==> run_1/wires.png <==
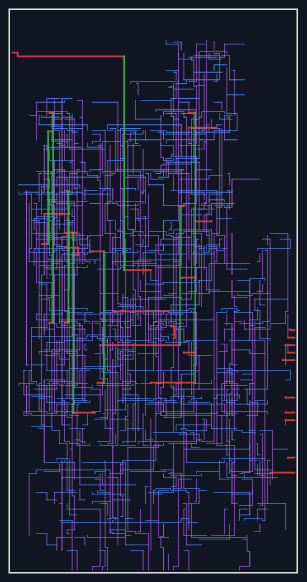
==> run_1/flops_by_reg.png <==
Other sequential cells in the stronger gray, the rest of the logic in the fainter gray.
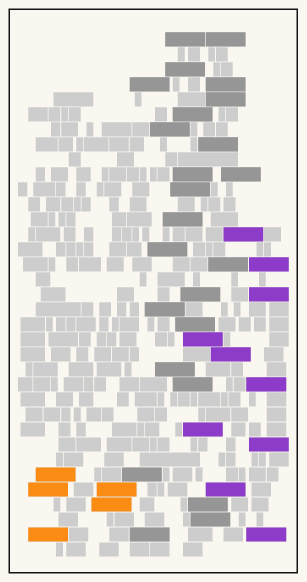
==> run_1/logic_types.png <==
The bar under the picture is 20 microns long.
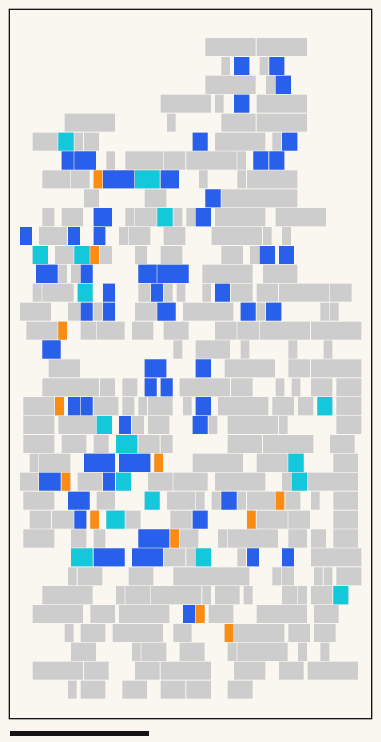
## src/rtl/gps_ca_pkg.sv

```systemverilog
// Shared constants for the GPS L1 C/A Gold-code generator: LFSR geometry,
// feedback masks and the G2 phase-selector tap table.
package gps_ca_pkg;

  localparam int LFSR_WIDTH  = 10;
  localparam int CODE_LENGTH = 1023;

  // Bit i of a mask/state corresponds to register stage i+1 (stage 10 is the output).
  localparam logic [LFSR_WIDTH-1:0] G1_MASK   = 10'h204;
  localparam logic [LFSR_WIDTH-1:0] G2_MASK   = 10'h3A6;
  localparam logic [LFSR_WIDTH-1:0] LFSR_SEED = 10'h3FF;

  typedef struct packed {
    logic [3:0] s1;
    logic [3:0] s2;
  } tap_pair_t;

  // Stage numbers (1..10) as listed in the ICD, indexed by PRN-1.
  localparam tap_pair_t PRN_TAPS [32] = '{
    '{4'd2, 4'd6},  '{4'd3, 4'd7},  '{4'd4, 4'd8},  '{4'd5, 4'd9},
    '{4'd1, 4'd9},  '{4'd2, 4'd10}, '{4'd1, 4'd8},  '{4'd2, 4'd9},
    '{4'd3, 4'd10}, '{4'd2, 4'd3},  '{4'd3, 4'd4},  '{4'd5, 4'd6},
    '{4'd6, 4'd7},  '{4'd7, 4'd8},  '{4'd8, 4'd9},  '{4'd9, 4'd10},
    '{4'd1, 4'd4},  '{4'd2, 4'd5},  '{4'd3, 4'd6},  '{4'd4, 4'd7},
    '{4'd5, 4'd8},  '{4'd6, 4'd9},  '{4'd1, 4'd3},  '{4'd4, 4'd6},
    '{4'd5, 4'd7},  '{4'd6, 4'd8},  '{4'd7, 4'd9},  '{4'd8, 4'd10},
    '{4'd1, 4'd6},  '{4'd2, 4'd7},  '{4'd3, 4'd8},  '{4'd4, 4'd9}
  };

  function automatic logic stage_bit(input logic [LFSR_WIDTH-1:0] state,
                                     input logic [3:0] stage);
    return state[stage - 4'd1];
  endfunction

endpackage

```

## src/rtl/ca_lfsr.sv

```systemverilog
// 10-bit Fibonacci LFSR shifting toward stage 10; load_ones reseeds to all ones
// and takes precedence over step.
module ca_lfsr
  import gps_ca_pkg::*;
#(
  parameter logic [LFSR_WIDTH-1:0] MASK = G1_MASK
) (
  input  logic                  clk,
  input  logic                  step,
  input  logic                  load_ones,
  output logic [LFSR_WIDTH-1:0] state
);

  always_ff @(posedge clk) begin
    if (load_ones) begin
      state <= LFSR_SEED;
    end else if (step) begin
      state <= {state[LFSR_WIDTH-2:0], ^(state & MASK)};
    end
  end

endmodule

```

## src/rtl/ca_code_gen.sv

```systemverilog
// GPS L1 C/A code generator for one channel: turns DDS phase MSB edges into
// half-chip/chip ticks and produces early/prompt/late chips, epoch and chip index.
module ca_code_gen
  import gps_ca_pkg::*;
#(
  parameter int CHIP_COUNT_WIDTH = 10,
  parameter int CODE_LENGTH      = gps_ca_pkg::CODE_LENGTH
) (
  input  logic                        clk,
  input  logic                        reset,
  input  logic                        init,
  input  logic [4:0]                  prn,
  input  logic                        phase_msb,
  output logic                        early,
  output logic                        prompt,
  output logic                        late,
  output logic                        epoch,
  output logic [CHIP_COUNT_WIDTH-1:0] chip_count
);

  logic                  msb_d;
  logic                  half_tick;
  logic                  chip_tick;
  logic                  last_chip;
  logic                  wrap;
  logic                  lfsr_load;
  logic                  lfsr_step;
  logic [4:0]            prn_reg;
  logic [LFSR_WIDTH-1:0] g1;
  logic [LFSR_WIDTH-1:0] g2;
  tap_pair_t             taps;

  assign half_tick = phase_msb ^ msb_d;
  assign chip_tick = msb_d & ~phase_msb;
  assign last_chip = (chip_count == CHIP_COUNT_WIDTH'(CODE_LENGTH - 1));
  assign wrap      = chip_tick & last_chip;

  // Reseeding covers reset, init and the epoch wrap; a tick during init is dropped.
  assign lfsr_load = reset | init | wrap;
  assign lfsr_step = chip_tick & ~last_chip;

  ca_lfsr #(.MASK(G1_MASK)) u_g1 (
    .clk      (clk),
    .step     (lfsr_step),
    .load_ones(lfsr_load),
    .state    (g1)
  );

  ca_lfsr #(.MASK(G2_MASK)) u_g2 (
    .clk      (clk),
    .step     (lfsr_step),
    .load_ones(lfsr_load),
    .state    (g2)
  );

  assign taps  = PRN_TAPS[prn_reg];
  assign early = g1[LFSR_WIDTH-1] ^ stage_bit(g2, taps.s1) ^ stage_bit(g2, taps.s2);

  always_ff @(posedge clk) begin
    if (reset) begin
      msb_d      <= 1'b0;
      prn_reg    <= 5'd0;
      chip_count <= '0;
      prompt     <= 1'b0;
      late       <= 1'b0;
      epoch      <= 1'b0;
    end else begin
      msb_d <= phase_msb;
      epoch <= 1'b0;
      if (init) begin
        prn_reg    <= prn;
        chip_count <= '0;
        prompt     <= 1'b0;
        late       <= 1'b0;
      end else begin
        if (half_tick) begin
          prompt <= early;
          late   <= prompt;
        end
        if (chip_tick) begin
          chip_count <= last_chip ? '0 : chip_count + 1'b1;
          epoch      <= last_chip;
        end
      end
    end
  end

endmodule

```

## config.mk

```make
export PLATFORM = sky130hd
export DESIGN_NAME = ca_code_gen
export DESIGN_NICKNAME = d
export VERILOG_FILES = /design/src/rtl/gps_ca_pkg.sv /design/src/rtl/ca_lfsr.sv /design/src/rtl/ca_code_gen.sv
export SDC_FILE = /design/constraint.sdc
export NUM_CORES = 1
export LEC_CHECK = 0
export CAP_MARGIN = 10
export CORE_ASPECT_RATIO = 2
export CORE_UTILIZATION = 50
export DETAILED_ROUTE_END_ITERATION = 7
export PLACE_DENSITY = 0.73
export SLEW_MARGIN = 5
export SYNTH_ARGS = -nofsm -noshare
export SYNTH_HDL_FRONTEND = slang
export SYNTH_SLANG_ARGS = --single-unit
```

## constraint.sdc

```tcl
create_clock -name clk -period 7.7 [get_ports clk]
set_clock_uncertainty 0.1 [all_clocks]
set_input_delay 2.31 -clock clk [delete_from_list [all_inputs] [get_ports clk]]
set_output_delay 2.31 -clock clk [all_outputs]
set_load 0.01 [all_outputs]
```

==> run summary, run 1 <==
Physical implementation status

The worst hold path passes through 2 cells. The buffer_ports step reported a buffer count of 22. The timing report gives the clock slew at the launch and capture registers of the worst setup and hold paths as 0.08 ns. The group that draws the most power in this run is registers. The number of H-tree branching levels stands at 2.

The via count of the first global-routing pass was 1950. In the Yosys report the total cell count is 292. The worst setup path is launched from a flop. The share of cells above drive strength 1 stands at 0.0945. The synthesized flop and latch total stands at 39. Pin placement for this block handled 23 I/O pins.

The OpenROAD report gives the critical path a data arrival time of 4.04 ns. The worst setup path is captured at an output port. Of the total power, registers draw 0.406. The area reported by Yosys stat stands at 2490 sq um. Broken down by cell family, the worst path's largest delay share belongs to buffers and inverters. In the final layout, the registers with the most flip-flops are chip_count: 10 flops, u_g1.state: 10 flops, u_g2.state: 10 flops.

Power attributed to sequential cells is 214 uW. The run finished with clean final reports. According to the floorplan report, the placeable core area is 4820 sq um. The max-capacitance violation count stands at 0. The library cells used most frequently in the layout, excluding fill and tap cells, are dfxtp_1, nand2_1, nor2_1, clkdlybuf4s50_1, o22ai_1. The clock insertion delay at the later pin of the skew report stands at 0.29 ns. The root buffer cell chosen for the clock tree is clkbuf_8. The count of instances resized after the clock tree is built stands at 0.

0 antenna diodes ended up in the layout. TritonCTS built the clock tree. The maximum fanout along the worst path stands at 14. Between the synthesized netlist and the finished layout, the area growth was recorded as 13.6%. The library cell used most frequently in the layout, excluding fill and tap cells, is dfxtp_1. The die outline height stands at 102 microns. Switching power as a fraction of the total was reported as 0.262.

OpenROAD emitted warnings numbering 35. The largest stage delay on the critical path stands at 0.66 ns. The post-route fraction of the period consumed by the critical path stands at 0.837. The initial detailed-routing violation count stands at 33.

The critical path in this run is classified as reg2out. The clock net in this run drives a total of 39 sinks.
## Picture notes: wires.png
green -> metal 4  # wire length 252 microns
blue -> metal 1  # wire length 2100 microns
red -> metal 3  # wire length 116 microns
purple -> metal 2  # wire length 3100 microns
average wire per standard cell: 15.3 microns
routed wire length: 5.57 mm
Overall Global Routing Usage: 0.231

## Picture notes: flops_by_reg.png
orange -> `prn_reg`  # flops 5, where lower left
purple -> `chip_count`  # flops 10
area occupied by registers: 781 sq um
share of the core filled with cells in the final layout: 0.588
share of the final layout cell area in sequential cells: 0.275

## Picture notes: logic_types.png
blue -> inverting AOI/OAI gates  # cells 56
cyan -> AND and OR gates  # cells 17
orange -> inverters  # cells 12

[run 1: Yosys cell counts (9+ instances only)]
cell	n
xor2_1	15
dfxtp_1	39
clkbuf_1	10
ha_1	13
nand2_1	37
inv_1	11
nor2_1	23
o21ai_0	9
o22ai_1	20
a21oi_1	9
mux2i_1	9
[run 1: worst paths after layout]
path                   end     startpoint  slack, ns
min          u_g1.state[4]  u_g1.state[3]       0.37
max reg2reg         prompt     prn_reg[0]       4.23
min reg2reg  u_g1.state[4]  u_g1.state[3]       0.37
max                  early     prn_reg[0]       1.25
[run 1: layout make-up]
class                      count  area, sq um
sequential                    39          781
timing repair buffer          24          235
tap                           57         71.3
clock buffer                   6         72.6
clock inverter                 2         60.1
fill                         450         1990
multi-input combinational    224         1570
inverter                      12         45.0
[run 1: routing by layer]
metal  GRT usage  share of wire  vias to the layer above
met5           0              0                        -
met4       0.146          0.045                        0
met3      0.0283          0.021                       19
met2       0.422           0.56                       39
met1       0.237           0.38                     1032
li1            -              -                     1068
[run 1: kinds of logic after synthesis]
logic type	Yosys count	synth area share
buffers and inverters	29	0.0582
flip-flops	39	0.313
adder cells (fa/ha/maj)	13	0.0652
AND-OR/OR-AND	66	0.200
multiplexers	14	0.0662
XOR/XNOR	22	0.0772
AND/OR/NAND/NOR	109	0.221
[run 1: stage by stage]
step / hold WS (ns) / total power (uW) / cells / utilization / area, sq um
2_1_floorplan: 0.342 / 303 / 292 / - / 2490
3_3_place_gp: 0.359 / 329 / 356 / 0.560 / 2700
3_5_place_dp: 0.363 / 330 / 356 / 0.560 / 2700
4_1_cts: 0.374 / 530 / 364 / 0.588 / 2830
5_1_grt: 0.407 / 550 / 364 / 0.588 / 2830
6_report: 0.375 / 527 / 364 / 0.588 / 2830
==> run_1/io_placement.png <==
Pins as bars across the die edge, other pins in gray.
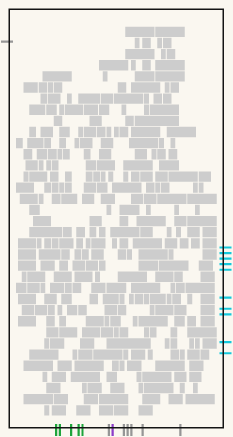

==> run 2: changes to the inputs <==
PLACE_DENSITY = 0.76   (was 0.73)
clock period = 5.8 ns   (was 7.7 ns; I/O delays follow)
==> run_2/io_placement.png <==
Pins as bars across the die edge, other pins in gray.
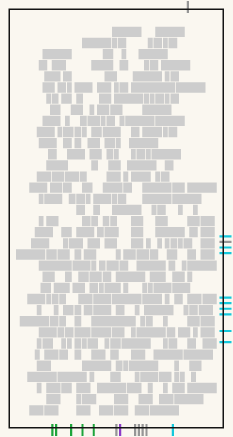
purple -> `reset`  # pins 1, direction input, edge bottom
green -> `prn`  # pins 5, direction input, edge bottom
cyan -> `chip_count`  # pins 10, direction output, edge 9 right, 1 bottom
all pins by edge = 12 bottom, 10 right, 1 top
overall die width: 52.0 microns
vertical die dimension: 102 microns

==> run_2/logic_types.png <==
The bar under the picture is 20 microns long.
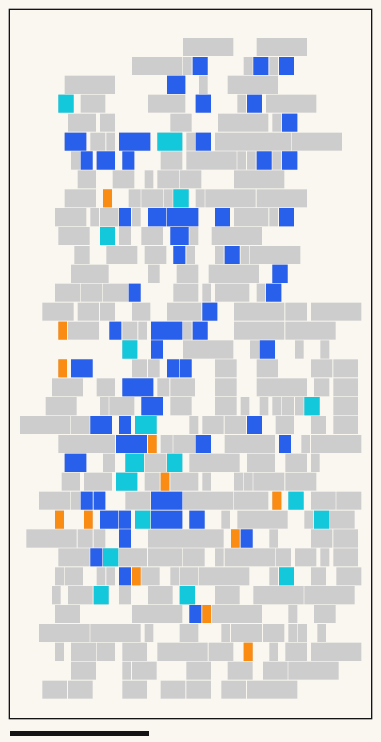
orange -> inverters  # cells 12
blue -> inverting AOI/OAI gates  # cells 56
cyan -> AND and OR gates  # cells 17

==> run summary, run 2 <==
Physical implementation status

The flow ran to the end, but the final reports show violations. The checks that failed: DRC. The via count of the first global-routing pass is 2142 (+9.8%). The clock-cell share of area came to 0.0462 (-0.000612). The register clock-pin slew on the reported worst setup and hold paths is 0.08 ns (about the same). In this run the clock root is driven by a clkbuf_8. In the setup report, the worst path falls into the class reg2out. The overall fraction of global-route tracks in use stands at 0.242 (+0.0108).

The initial detailed-routing violation count was 40 (+21%). The adder and majority cell fraction of the synthesized area came to 0.0652 (unchanged). The worst register-to-register path ends at prompt. The number of H-tree branching levels came to 2 (unchanged).

The count of instances resized after the clock tree is built is 0 (unchanged). The share of cells above drive strength 1 is 0.109 (+0.0145). The detailed-route wire length per cell is 15.9 microns (+3.9%). Grouping non-sequential cells by family puts the most area in simple AND/OR/NAND/NOR gates. The area reported by Yosys stat stands at 2490 sq um (unchanged).

The logic share of the area stands at 0.546 (-0.00724). In the layout the commonest cells are dfxtp_1, nand2_1, nor2_1, clkdlybuf4s50_1, o22ai_1. The cell count in the Yosys report stands at 292 (unchanged). The number of well-tap cells placed was 57 (unchanged). The number of inverters outside the clock class in the layout stands at 12 (unchanged). The worst setup slack for register-to-register paths stands at 2.80 ns (-1.43 ns). Post-route period utilization is reported as 0.931.

STA lists the startpoint of the worst register-to-register path as prn_reg[1]. Ranked by instance count, the synthesized netlist is headed by dfxtp_1, nand2_1, nor2_1, o22ai_1, xor2_1. TritonRoute reported its final design rule violation total as 1. STA classifies the critical path endpoint as an output port. The maximum fanout along the worst path stands at 7 (-7). Looking at the gate-level netlist, the highest instance count belongs to dfxtp_1. The area added between synthesis and finish stands at 15.1%. The biggest slice of the area belongs to logic gates. The clock net sink count was 39 (unchanged). The largest registers in the layout are chip_count: 10 flops, u_g1.state: 10 flops, u_g2.state: 10 flops. The multi-input gate area in the final layout stands at 1570 sq um (unchanged).

The number of inserted diodes came to 0 (unchanged). The number of non-clock buffers in the layout stands at 29 (+21%). The instance count along the most critical hold path is 2 (unchanged). The multi-input combinational cell count stands at 224 (unchanged). The launch point of the worst min-delay path is recorded as u_g1.state[3]. TritonCTS built the clock tree. The warning total across the stage logs was 35 (unchanged). The worst setup path is launched from a flop.

The layout buffering overhead excluding clock cells stands at 0.0950 (+0.0120).
==> run_2/clocks.png <==
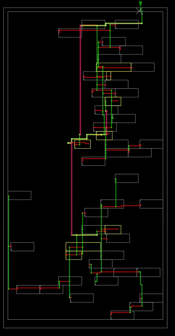
number of clock buffers in the layout: 6
latest clock arrival within the worst-skew pair: 0.30 ns
TritonCTS Buffers: 5
FFs & Latches: 39

[run 2: routing by layer]
metal  routed length, microns  track usage  vias up
met2                     3290        0.456       54
met5                        0            0        -
met3                      146       0.0342       25
li1                         -            -     1074
met4                      365        0.179        0
met1                     2070        0.220     1079
[run 2: how the worst max path moves through the flow]
stage / startpoint / to / slack (ns) / cells past startpoint
after floorplan: prn_reg[0] / early / 1.17 / 11
after global placement: prn_reg[0] / early / 0.80 / 11
after detailed placement: prn_reg[1] / early / 0.69 / 11
after CTS: prn_reg[1] / early / 0.37 / 11
after global routing: prn_reg[1] / early / 0.17 / 11
final: prn_reg[1] / early / 0.40 / 11
[run 2: metrics by stage]
step	cell area, sq um	utilization	hold WS (ns)	std cells
6_report	2870	0.596	0.382	369
5_1_grt	2870	0.596	0.405	369
4_1_cts	2870	0.596	0.385	369
3_5_place_dp	2740	0.568	0.363	361
3_3_place_gp	2740	0.568	0.360	361
2_1_floorplan	2490	-	0.342	292
[run 2: critical path, stage by stage, from the launching register on]
cell and delay, ns:
dfxtp_1 0.34, inv_1 0.13, ha_1 0.41, o21ai_0 0.09, and3_1 0.24, o31ai_2 0.41
mux2_1 0.38, a211oi_2 0.23, o22ai_2 0.09, xor2_1 0.16, xnor2_1 0.22, clkdlybuf4s50_1 0.57
[run 2: kinds of logic (layout without fill, tap and decap cells)]
logic type / count (synthesis) / after routing
muxes: 14 / 14
and+or+nand+nor: 109 / 109
buffers and inverters: 29 / 49
xor gates and xnor gates: 22 / 22
AOI/OAI and AO/OA: 66 / 66
DFF: 39 / 39
adders and majority gates: 13 / 13
[run 2: power by group]
group          leakage (uW)  switching (uW)  internal, uW
clock             0.0000654            99.0           172
combinational      0.000699            86.6          75.2
sequential         0.000317            5.38           271
total               0.00108             191           519
Power and IR drop assume default switching activity.
